**Run 1: clock wires, drivers and flops**

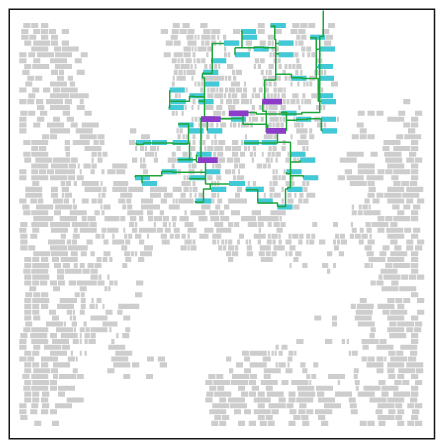
**Run 1: cell placement**

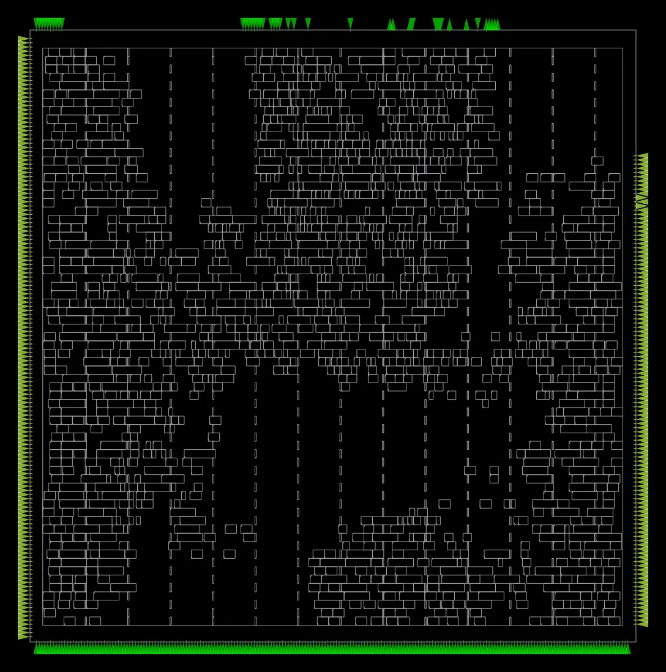
**Run 1: wiring by layer**

Scale bar: 50 um.
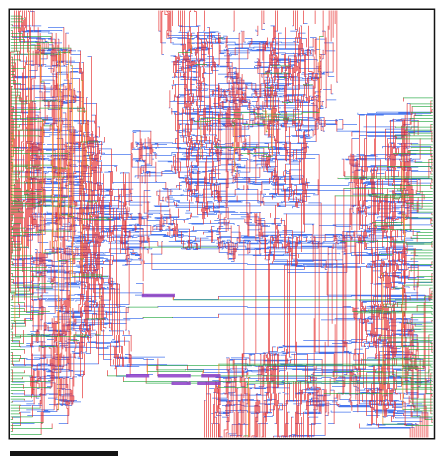
<file path="config.mk">
export PLATFORM = sky130hd
export DESIGN_NAME = maze_scene_renderer
export DESIGN_NICKNAME = d
export VERILOG_FILES = /design/src/rtl/maze_render_pkg.sv /design/src/rtl/tile_pixel_classifier.sv /design/src/rtl/maze_scene_renderer.sv
export SDC_FILE = /design/constraint.sdc
export NUM_CORES = 1
export LEC_CHECK = 0
export CAP_MARGIN = 10
export CORE_AREA = 4 4 193 195
export CTS_CLUSTER_SIZE = 8
export DETAILED_ROUTE_END_ITERATION = 7
export DIE_AREA = 0 0 197 199
export SYNTH_ARGS = -nofsm -noshare
export SYNTH_HDL_FRONTEND = slang
export SYNTH_SLANG_ARGS = --single-unit
export TNS_END_PERCENT = 100
</file>
<file path="constraint.sdc">
create_clock -name clk -period 4.5 [get_ports clk]
set_input_delay 0.9 -clock clk [delete_from_list [all_inputs] [get_ports clk]]
set_output_delay 0.9 -clock clk [all_outputs]
set_load 0.05 [all_outputs]
</file>
<file path="src/rtl/maze_render_pkg.sv">
// Shared constants and types for the maze scene renderer: TFT opcodes,
// controller states, pixel classes and default palette.
package maze_render_pkg;

    localparam logic [7:0] CMD_CASET = 8'h2A;
    localparam logic [7:0] CMD_PASET = 8'h2B;
    localparam logic [7:0] CMD_RAMWR = 8'h2C;

    localparam logic [23:0] DEF_WALL_COLOR = 24'h3A7BD5;
    localparam logic [23:0] DEF_FOOD_COLOR = 24'hF0C020;
    localparam logic [23:0] DEF_BG_COLOR   = 24'h000000;

    typedef enum logic [2:0] {
        ST_IDLE,
        ST_CASET,
        ST_CASET_ARG,
        ST_PASET,
        ST_PASET_ARG,
        ST_RAMWR,
        ST_PIXELS,
        ST_DONE
    } render_state_e;

    typedef enum logic [1:0] {
        PIX_BG   = 2'd0,
        PIX_WALL = 2'd1,
        PIX_FOOD = 2'd2
    } pix_class_e;

endpackage

</file>
<file path="src/rtl/tile_pixel_classifier.sv">
// Combinational wall/food/background classification of one pixel inside a tile.
module tile_pixel_classifier
    import maze_render_pkg::*;
#(
    parameter int TILE   = 32,
    parameter int WALL_W = 2,
    parameter int FOOD_W = 8
) (
    input  logic [$clog2(TILE)-1:0] px,
    input  logic [$clog2(TILE)-1:0] py,
    input  logic                    wall_left,
    input  logic                    wall_right,
    input  logic                    wall_top,
    input  logic                    wall_bottom,
    input  logic                    food_here,
    output pix_class_e              pix_class
);

    localparam int unsigned WALL_LO = WALL_W;
    localparam int unsigned WALL_HI = TILE - WALL_W;
    localparam int unsigned FOOD_LO = TILE / 2 - FOOD_W / 2;
    localparam int unsigned FOOD_HI = TILE / 2 + FOOD_W / 2;

    int unsigned x;
    int unsigned y;
    logic        on_wall;
    logic        in_food;

    always_comb begin
        x = 32'(px);
        y = 32'(py);
        on_wall = (x <  WALL_LO && wall_left)  ||
                  (x >= WALL_HI && wall_right) ||
                  (y <  WALL_LO && wall_top)   ||
                  (y >= WALL_HI && wall_bottom);
        in_food = (x >= FOOD_LO) && (x < FOOD_HI) && (y >= FOOD_LO) && (y < FOOD_HI);
        pix_class = PIX_BG;
        if (on_wall)
            pix_class = PIX_WALL;
        else if (food_here && in_food)
            pix_class = PIX_FOOD;
    end

endmodule

</file>
<file path="src/rtl/maze_scene_renderer.sv">
// Redraws a rectangular tile region on the TFT: address window commands, then pixel bytes.
// Food rendering is compiled in only when MAZE_RENDER_FOOD_EN is defined.
module maze_scene_renderer
    import maze_render_pkg::*;
#(
    parameter int          COLS       = 10,
    parameter int          ROWS       = 15,
    parameter int          TILE       = 32,
    parameter int          WALL_W     = 2,
    parameter int          FOOD_W     = 8,
    parameter int          BPP_BYTES  = 3,
    parameter logic [23:0] WALL_COLOR = DEF_WALL_COLOR,
    parameter logic [23:0] FOOD_COLOR = DEF_FOOD_COLOR,
    parameter logic [23:0] BG_COLOR   = DEF_BG_COLOR
) (
    input  logic                     clk,
    input  logic                     rst,
    input  logic                     start,
    input  logic [$clog2(COLS)-1:0]  x0,
    input  logic [$clog2(COLS)-1:0]  x1,
    input  logic [$clog2(ROWS)-1:0]  y0,
    input  logic [$clog2(ROWS)-1:0]  y1,
    input  logic [ROWS*(COLS+1)-1:0] v_walls,
    input  logic [(ROWS+1)*COLS-1:0] h_walls,
    input  logic [ROWS*COLS-1:0]     food,
    input  logic                     tft_busy,
    output logic                     tft_dc,
    output logic [7:0]               tft_data,
    output logic                     tft_transmit,
    output logic                     busy,
    output logic                     done,
    output logic                     err
);

    localparam int XW = $clog2(COLS);
    localparam int YW = $clog2(ROWS);
    localparam int PW = $clog2(TILE);
    localparam int VW = $clog2(ROWS * (COLS + 1));
    localparam int HW = $clog2((ROWS + 1) * COLS);

    render_state_e state;
    logic [XW-1:0] xs_t, xe_t, tc;
    logic [YW-1:0] ys_t, ye_t, tr;
    logic [PW-1:0] px, py;
    logic [1:0]    bc, arg_idx;
    logic [15:0]   xs_pix, xe_pix, ys_pix, ye_pix;
    logic [31:0]   arg_word;
    logic [7:0]    arg_byte, pix_byte, cur_byte;
    logic          cur_dc, issuing, can_issue, region_bad;
    logic          last_byte, last_px, last_py, last_col, last_row;
    logic [VW-1:0] v_idx;
    logic [HW-1:0] h_idx;
    logic          food_here;
    pix_class_e    pix_class;
    logic [23:0]   pix_color;

    assign region_bad = (x0 > x1) || (y0 > y1) || (32'(x1) >= COLS) || (32'(y1) >= ROWS);

    assign xs_pix = 16'(int'(xs_t) * TILE);
    assign xe_pix = 16'((int'(xe_t) + 1) * TILE - 1);
    assign ys_pix = 16'(int'(ys_t) * TILE);
    assign ye_pix = 16'((int'(ye_t) + 1) * TILE - 1);

    assign v_idx = VW'(int'(tr) * (COLS + 1) + int'(tc));
    assign h_idx = HW'(int'(tr) * COLS + int'(tc));

`ifdef MAZE_RENDER_FOOD_EN
    localparam int FW = $clog2(ROWS * COLS);
    logic [FW-1:0] f_idx;
    assign f_idx     = FW'(int'(tr) * COLS + int'(tc));
    assign food_here = food[f_idx];
`else
    // Port kept for pin compatibility; its contents never reach the pixel path.
    assign food_here = 1'b0 & (|food);
`endif

    tile_pixel_classifier #(
        .TILE   (TILE),
        .WALL_W (WALL_W),
        .FOOD_W (FOOD_W)
    ) u_classifier (
        .px          (px),
        .py          (py),
        .wall_left   (v_walls[v_idx]),
        .wall_right  (v_walls[v_idx + VW'(1)]),
        .wall_top    (h_walls[h_idx]),
        .wall_bottom (h_walls[h_idx + HW'(COLS)]),
        .food_here   (food_here),
        .pix_class   (pix_class)
    );

    always_comb begin
        case (pix_class)
            PIX_WALL: pix_color = WALL_COLOR;
            PIX_FOOD: pix_color = FOOD_COLOR;
            default:  pix_color = BG_COLOR;
        endcase
        case (bc)
            2'd0:    pix_byte = pix_color[23:16];
            2'd1:    pix_byte = pix_color[15:8];
            default: pix_byte = pix_color[7:0];
        endcase
        arg_word = (state == ST_PASET_ARG) ? {ys_pix, ye_pix} : {xs_pix, xe_pix};
        case (arg_idx)
            2'd0:    arg_byte = arg_word[31:24];
            2'd1:    arg_byte = arg_word[23:16];
            2'd2:    arg_byte = arg_word[15:8];
            default: arg_byte = arg_word[7:0];
        endcase
        cur_dc   = 1'b1;
        cur_byte = '0;
        case (state)
            ST_CASET:                   begin cur_dc = 1'b0; cur_byte = CMD_CASET; end
            ST_PASET:                   begin cur_dc = 1'b0; cur_byte = CMD_PASET; end
            ST_RAMWR:                   begin cur_dc = 1'b0; cur_byte = CMD_RAMWR; end
            ST_CASET_ARG, ST_PASET_ARG: cur_byte = arg_byte;
            ST_PIXELS:                  cur_byte = pix_byte;
            default:                    cur_byte = '0;
        endcase
    end

    assign issuing   = (state != ST_IDLE) && (state != ST_DONE);
    assign can_issue = issuing && !tft_busy && !tft_transmit;
    assign last_byte = (bc == 2'(BPP_BYTES - 1));
    assign last_px   = (px == PW'(TILE - 1));
    assign last_py   = (py == PW'(TILE - 1));
    assign last_col  = (tc == xe_t);
    assign last_row  = (tr == ye_t);

    always_ff @(posedge clk) begin
        if (rst) begin
            state        <= ST_IDLE;
            tft_transmit <= 1'b0;
            tft_data     <= '0;
            tft_dc       <= 1'b1;
            busy         <= 1'b0;
            done         <= 1'b0;
            err          <= 1'b0;
            xs_t <= '0; xe_t <= '0; ys_t <= '0; ye_t <= '0;
            tc <= '0; tr <= '0; px <= '0; py <= '0; bc <= '0; arg_idx <= '0;
        end else begin
            tft_transmit <= 1'b0;
            done         <= 1'b0;
            err          <= 1'b0;
            if (can_issue) begin
                tft_data     <= cur_byte;
                tft_dc       <= cur_dc;
                tft_transmit <= 1'b1;
            end
            case (state)
                ST_IDLE: if (start) begin
                    xs_t <= x0; xe_t <= x1; ys_t <= y0; ye_t <= y1;
                    if (region_bad) begin
                        done <= 1'b1;
                        err  <= 1'b1;
                    end else begin
                        busy    <= 1'b1;
                        state   <= ST_CASET;
                        tc      <= x0;
                        tr      <= y0;
                        px      <= '0;
                        py      <= '0;
                        bc      <= '0;
                        arg_idx <= '0;
                    end
                end
                ST_CASET: if (can_issue) state <= ST_CASET_ARG;
                ST_CASET_ARG: if (can_issue) begin
                    arg_idx <= arg_idx + 2'd1;
                    if (arg_idx == 2'd3) state <= ST_PASET;
                end
                ST_PASET: if (can_issue) state <= ST_PASET_ARG;
                ST_PASET_ARG: if (can_issue) begin
                    arg_idx <= arg_idx + 2'd1;
                    if (arg_idx == 2'd3) state <= ST_RAMWR;
                end
                ST_RAMWR: if (can_issue) state <= ST_PIXELS;
                // Wrap chain: byte -> px -> tile column -> py -> tile row.
                ST_PIXELS: if (can_issue) begin
                    if (!last_byte) begin
                        bc <= bc + 2'd1;
                    end else begin
                        bc <= '0;
                        if (!last_px) begin
                            px <= px + PW'(1);
                        end else begin
                            px <= '0;
                            if (!last_col) begin
                                tc <= tc + XW'(1);
                            end else begin
                                tc <= xs_t;
                                if (!last_py) begin
                                    py <= py + PW'(1);
                                end else begin
                                    py <= '0;
                                    if (!last_row) begin
                                        tr <= tr + YW'(1);
                                    end else begin
                                        state <= ST_DONE;
                                        busy  <= 1'b0;
                                        done  <= 1'b1;
                                    end
                                end
                            end
                        end
                    end
                end
                ST_DONE: state <= ST_IDLE;
                default: state <= ST_IDLE;
            endcase
        end
    end

endmodule

</file>
==> flow_summary.json, run 1 <==
{
  "hold_viol_final": 0,
  "comb_area_um2": 8391,
  "whs_path_depth": 2,
  "crit_path_cell_trace": "ha_1 -> ha_1 -> fa_1 -> ha_2 -> or2_4 -> and3_4 -> nor4_4 -> xnor2_1 -> or4_1 -> a211o_1 -> a21oi_1 -> nand4bb_2 -> buf_6 -> o221ai_2 -> a311oi_1",
  "setup_viol": 0,
  "place_area_um2": 14340,
  "maxSlewHeadroom_pct": 32.89,
  "p_leak_nw": 5.128,
  "worstPathArrival_ns": 4.50,
  "design_area_um2": 14570,
  "start_kind": "register",
  "routed_via_density": 5.530,
  "top_area_cell": "mux4_2",
  "cap_violations": 0,
  "synthesis.area_um2": 9947,
  "hp-start": "ys_t[0]",
  "p_sw_mw": 1.237,
  "min_period_ns": 4.297,
  "fp_nets": 1515,
  "dr.pass1.iters": 5,
  "chipArea_um2": 39200,
  "drive_above_1_share_pct": 22.84,
  "boundaryPins": 508,
  "ys.flops": 54,
  "powerDensity_nw_per_um2": 223.6,
  "finalSetupTns_ns": 0,
  "final_cell_mix": "clkdlybuf4s50_1 (357), mux4_2 (160), nand2_1 (101), buf_4 (70), nor2_1 (63)",
  "max_freq_mhz": 232.7,
  "lay_top_count": "clkdlybuf4s50_1",
  "ant_nets": 0,
  "tightest_slew_ns": 0.9975,
  "reg2reg_to": "tft_data[6]",
  "area.growth.synth_to_final_pct": 46.52,
  "tool_warnings": 181,
  "first_global_vias": 10620,
  "p_clk_share_pct": 13.3,
  "status": "complete, no violations",
  "endpoint": "tft_data[6]",
  "dp_slack_ns": 0.07453,
  "r2r_cells": 15,
  "antenna_found_initial": 13,
  "layout.cells.non_filler": 1792,
  "pwr-share-seq_pct": 16.5
}
-- 'clock wires, drivers and flops' (at the start) --
[clock drivers] purple | count: 5
[flip-flops] cyan | count: 54
[clock wires] green | length: 698 um
routed clock nets: 6
Clk power: 0.435 mW
Max Clock Skew: 0.009924 ns
clk latency late pin: 0.29 ns

-- 'cell placement' (at the start) --
number of well taps: 461
final core utilization: 41.17%

-- 'wiring by layer' (at the start) --
| layer | colour | wire length |
|---|---|---|
| metal 3 | green | 3760 um |
| metal 4 | orange | 1220 um |
| metal 5 | purple | 60.7 um |
| metal 2 | red | 19900 um |
| metal 1 | blue | 15900 um |
routed vias: 9909
wire per inst: 22.75 um
GRT Overall Usage: 19.90%
WL final: 40760 um

-- run 1: kinds of logic (layout without fill, tap and decap cells) --
group | after synthesis | in the layout | synth area share (%)
and+or+nand+nor | 297 | 297 | 14.58
muxes | 226 | 226 | 44.48
AOI/OAI and AO/OA | 195 | 195 | 13.70
buffers and inverters | 110 | 469 | 6.050
DFF | 54 | 54 | 10.87
adders and majority gates | 48 | 48 | 6.415
xor gates and xnor gates | 42 | 42 | 3.912
-- run 1: registers in the layout (all words and copies together) (netlist names) --
signal and flops:
err 1, ye_t 4, tft_data 8, xs_t 4, py 5, ys_t 4, tc 4, tft_dc 1
px 5, done 1, state 3, busy 1, bc 2, xe_t 4, arg_idx 2, tr 4
tft_transmit 1
-- run 1: cell type report --
cell class	count	share of cell area (%)
multi-input combinational	808	57.57
timing repair buffer	436	29.24
sequential	54	7.469
tap	461	3.958
clock buffer	7	0.9100
inverter	25	0.6439
clock inverter	1	0.2060
-- run 1: worst max-delay path: cells and delay by family (launching register included) --
kind / cells / cell delay (ns)
compound gates: 4 / 0.76
xor+xnor: 1 / 0.11
fa+ha+maj: 4 / 1.43
buf+inv: 1 / 0.15
flops: 1 / 0.35
simple gates: 5 / 1.40
-- run 1: power groups by stage --
stage / Combinational [mW] / Sequential [mW] / Clock (mW)
6_report: 2.29 / 0.537 / 0.435
5_1_grt: 2.46 / 0.541 / 0.465
4_1_cts: 2.28 / 0.536 / 0.440
3_5_place_dp: 2.27 / 0.547 / 0
3_3_place_gp: 2.25 / 0.546 / 0
2_1_floorplan: 1.40 / 0.562 / 0
-- run 1: per-layer routing --
metal  part of all wire, %  global-route usage [%]  routed length [um]
met5                  0.15                       0                  60
met4                   3.0                   5.213                1216
met3                   9.2                   5.268                3762
met2                    49                   35.37               19850
met1                    39                   23.94               15870
-- run 1: through the flow --
| stage | total power [mW] | hold WS, ns |
|---|---|---|
| floorplan | 1.961 | 0.4329 |
| global placement | 2.801 | 0.4409 |
| detailed placement | 2.819 | 0.4431 |
| CTS | 3.260 | 0.4522 |
| global route | 3.463 | 0.4793 |
| finish | 3.258 | 0.4548 |
-- run 1: Yosys cell counts (all sizes together) (3+ instances only) --
| master | instances |
|---|---|
| a31o | 4 |
| a311oi | 9 |
| nor4 | 9 |
| nand2 | 101 |
| o21ai | 23 |
| o311ai | 3 |
| a221oi | 3 |
| a21oi | 55 |
| o211ai | 14 |
| or4 | 3 |
| nand2b | 12 |
| mux2i | 44 |
| o2111ai | 6 |
| buf | 51 |
| nand3b | 5 |
| and2 | 4 |
| or2 | 8 |
| and3 | 8 |
| nand3 | 29 |
| ha | 43 |
| fa | 5 |
| inv | 24 |
| nand4 | 13 |
| xor2 | 19 |
| o31ai | 3 |
| mux2 | 13 |
| mux4 | 169 |
| nor2 | 63 |
| a21o | 8 |
| nor2b | 14 |
| xnor2 | 22 |
| a211o | 10 |
| dfxtp | 54 |
| a211oi | 26 |
| nor3 | 16 |
| a31oi | 8 |
| o21a | 5 |
| clkbuf | 34 |
-- run 1: repair_timing --
action                     CTS  global route
setup buffers                0             1
setup endpoints to repair    0             8
gates resized                0            14
==> run 2, diff against run 1 <==
--- a/config.mk
+++ b/config.mk
@@ -12,2 +12,3 @@
 export DIE_AREA = 0 0 197 199
+export SLEW_MARGIN = 20
 export SYNTH_ARGS = -nofsm -noshare
--- a/constraint.sdc
+++ b/constraint.sdc
@@ -3,2 +3,2 @@
 set_output_delay 0.9 -clock clk [all_outputs]
-set_load 0.05 [all_outputs]
+set_load 0.01 [all_outputs]
**Run 2: cell placement**

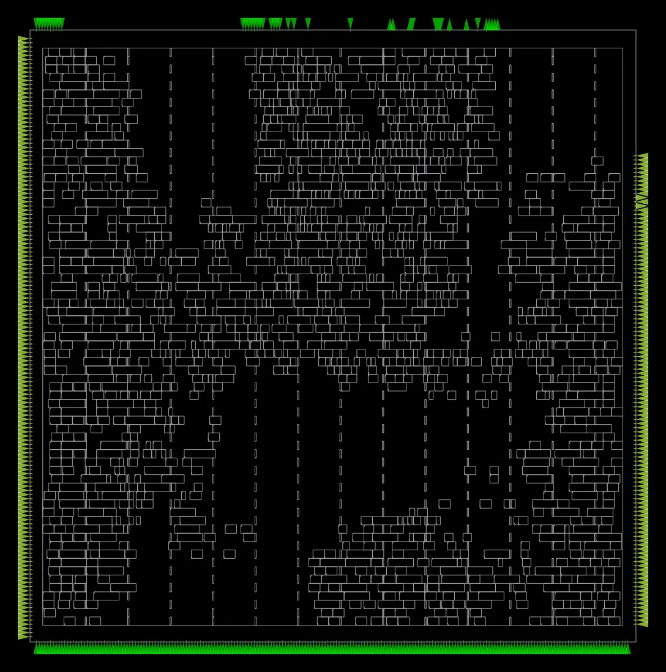
Core Box Area: 35400 um^2
Filler cells: 3485

==> run 2 against run 1 <==
  * Sequential cell count did not move
  * Clock power barely moved
  * Cell count did not move
  * Critical endpoint unchanged
  * Critical path type unchanged
  * Highest routed layer unchanged
==> flow_summary.json, run 2 <==
{
  "reg2reg_to": "tft_data[6]",
  "vias": 9909,
  "chipArea_um2": 39200,
  "ys.flops": 54,
  "maxSlewHeadroom_pct": 32.89,
  "dp_slack_ns": 0.07453,
  "wl_per_cell_um": 22.75,
  "grt.total_usage_pct": 19.90,
  "synth_top_cell_by_count": "mux4_2",
  "drt_wl_total_um": 40760,
  "antenna_found_initial": 13,
  "pwr-share-seq_pct": 16.6,
  "ant_nets": 0,
  "top_regs": "tft_data: 8 flops, px: 5 flops, py: 5 flops",
  "clock_skew_ns": 0.009924,
  "tightest_slew_ns": 0.9975,
  "lay_top_count": "clkdlybuf4s50_1",
  "worstPathArrival_ns": 4.50,
  "place_area_um2": 14340,
  "top_register": "tft_data",
  "synthesis.area_um2": 9947,
  "area.growth.synth_to_final_pct": 46.52,
  "dr.pass1.iters": 5,
  "status": "complete, no violations",
  "top_area_cell": "mux4_2",
  "crit_path_cell_trace": "ha_1 -> ha_1 -> fa_1 -> ha_2 -> or2_4 -> and3_4 -> nor4_4 -> xnor2_1 -> or4_1 -> a211o_1 -> a21oi_1 -> nand4bb_2 -> buf_6 -> o221ai_2 -> a311oi_1",
  "largest_register_ff_count": 8,
  "endpoint": "tft_data[6]",
  "p_sw_mw": 1.212,
  "setup_viol": 0,
  "drive_above_1_share_pct": 22.84,
  "p_leak_nw": 5.128,
  "fp_nets": 1515,
  "tool_warnings": 181,
  "powerDensity_nw_per_um2": 221.9,
  "hold_viol_final": 0,
  "design_area_um2": 14570,
  "finalSetupTns_ns": 0,
  "worstSkewPairLatency_ns": 0.29,
  "boundaryPins": 508,
  "first_global_vias": 10620,
  "min_period_ns": 4.297
}
run 2: cell counts in the layout (fill, tap and decap cells not counted):
No cell type changed its count.
run 2: area by class of cell:
cell class / instances / area [um^2] / area share [%]
Clock buffer: 7 / 132.6 / 0.9100
Tap cell: 461 / 576.8 / 3.958
Sequential cell: 54 / 1089 / 7.469
Multi-Input combinational cell: 808 / 8391 / 57.57
Inverter: 25 / 93.84 / 0.6439
Timing Repair Buffer: 436 / 4262 / 29.24
Clock inverter: 1 / 30.03 / 0.2060
run 2: worst min-delay path by stage:
| stage | from | to | slack, ns | cells after the start |
|---|---|---|---|---|
| 2_1_floorplan | ys_t[0] | ys_t[0] | 0.43 | 2 |
| 3_3_place_gp | ys_t[3] | ys_t[3] | 0.44 | 2 |
| 3_5_place_dp | ys_t[0] | ys_t[0] | 0.44 | 2 |
| 4_1_cts | ys_t[0] | ys_t[0] | 0.45 | 2 |
| 5_1_grt | ys_t[3] | ys_t[3] | 0.48 | 2 |
| 6_report | ys_t[0] | ys_t[0] | 0.45 | 2 |
run 2: per-stage QoR:
stage	hold slack, ns	utilization [%]
6_report	0.4548	41.17
4_1_cts	0.4522	40.97
2_1_floorplan	0.4329	-
3_5_place_dp	0.4431	40.51
5_1_grt	0.4793	41.17
3_3_place_gp	0.4409	40.51
run 2: logic make-up (layout without fill, tap and decap cells):
group	count (synthesis)	in the layout	share of synthesized area (%)
DFF	54	54	10.87
muxes	226	226	44.48
buffers and inverters	110	469	6.050
adders and majority gates	48	48	6.415
AOI/OAI and AO/OA	195	195	13.70
xor gates and xnor gates	42	42	3.912
and+or+nand+nor	297	297	14.58
run 2: layer usage:
metal,vias to the layer above,GRT usage (%),wire length (um)
li1,4613,-,-
met1,4800,23.94,15870
met2,417,35.37,19850
met3,67,5.268,3762
met4,12,5.213,1216
met5,-,0,60
run 2: timing repair:
item | in CTS | in global routing
gates resized | 0 | 14
setup endpoints to repair | 0 | 8
hold buffers | 0 | 0
buffers inserted | 0 | 1
run 2: worst min-delay path: cells and delay by family (launching register included):
family / cells / cell delay [ns]
flops: 1 / 0.31
simple gates: 1 / 0.05
compound gates: 1 / 0.05
run 2: power by group through the flow:
stage | registers (mW) | clock network [mW] | logic, mW
global route | 0.541 | 0.465 | 2.43
floorplan | 0.537 | 0 | 1.40
CTS | 0.536 | 0.440 | 2.26
finish | 0.537 | 0.435 | 2.26
detailed placement | 0.547 | 0 | 2.25
global placement | 0.546 | 0 | 2.23
Power and IR drop assume default switching activity.
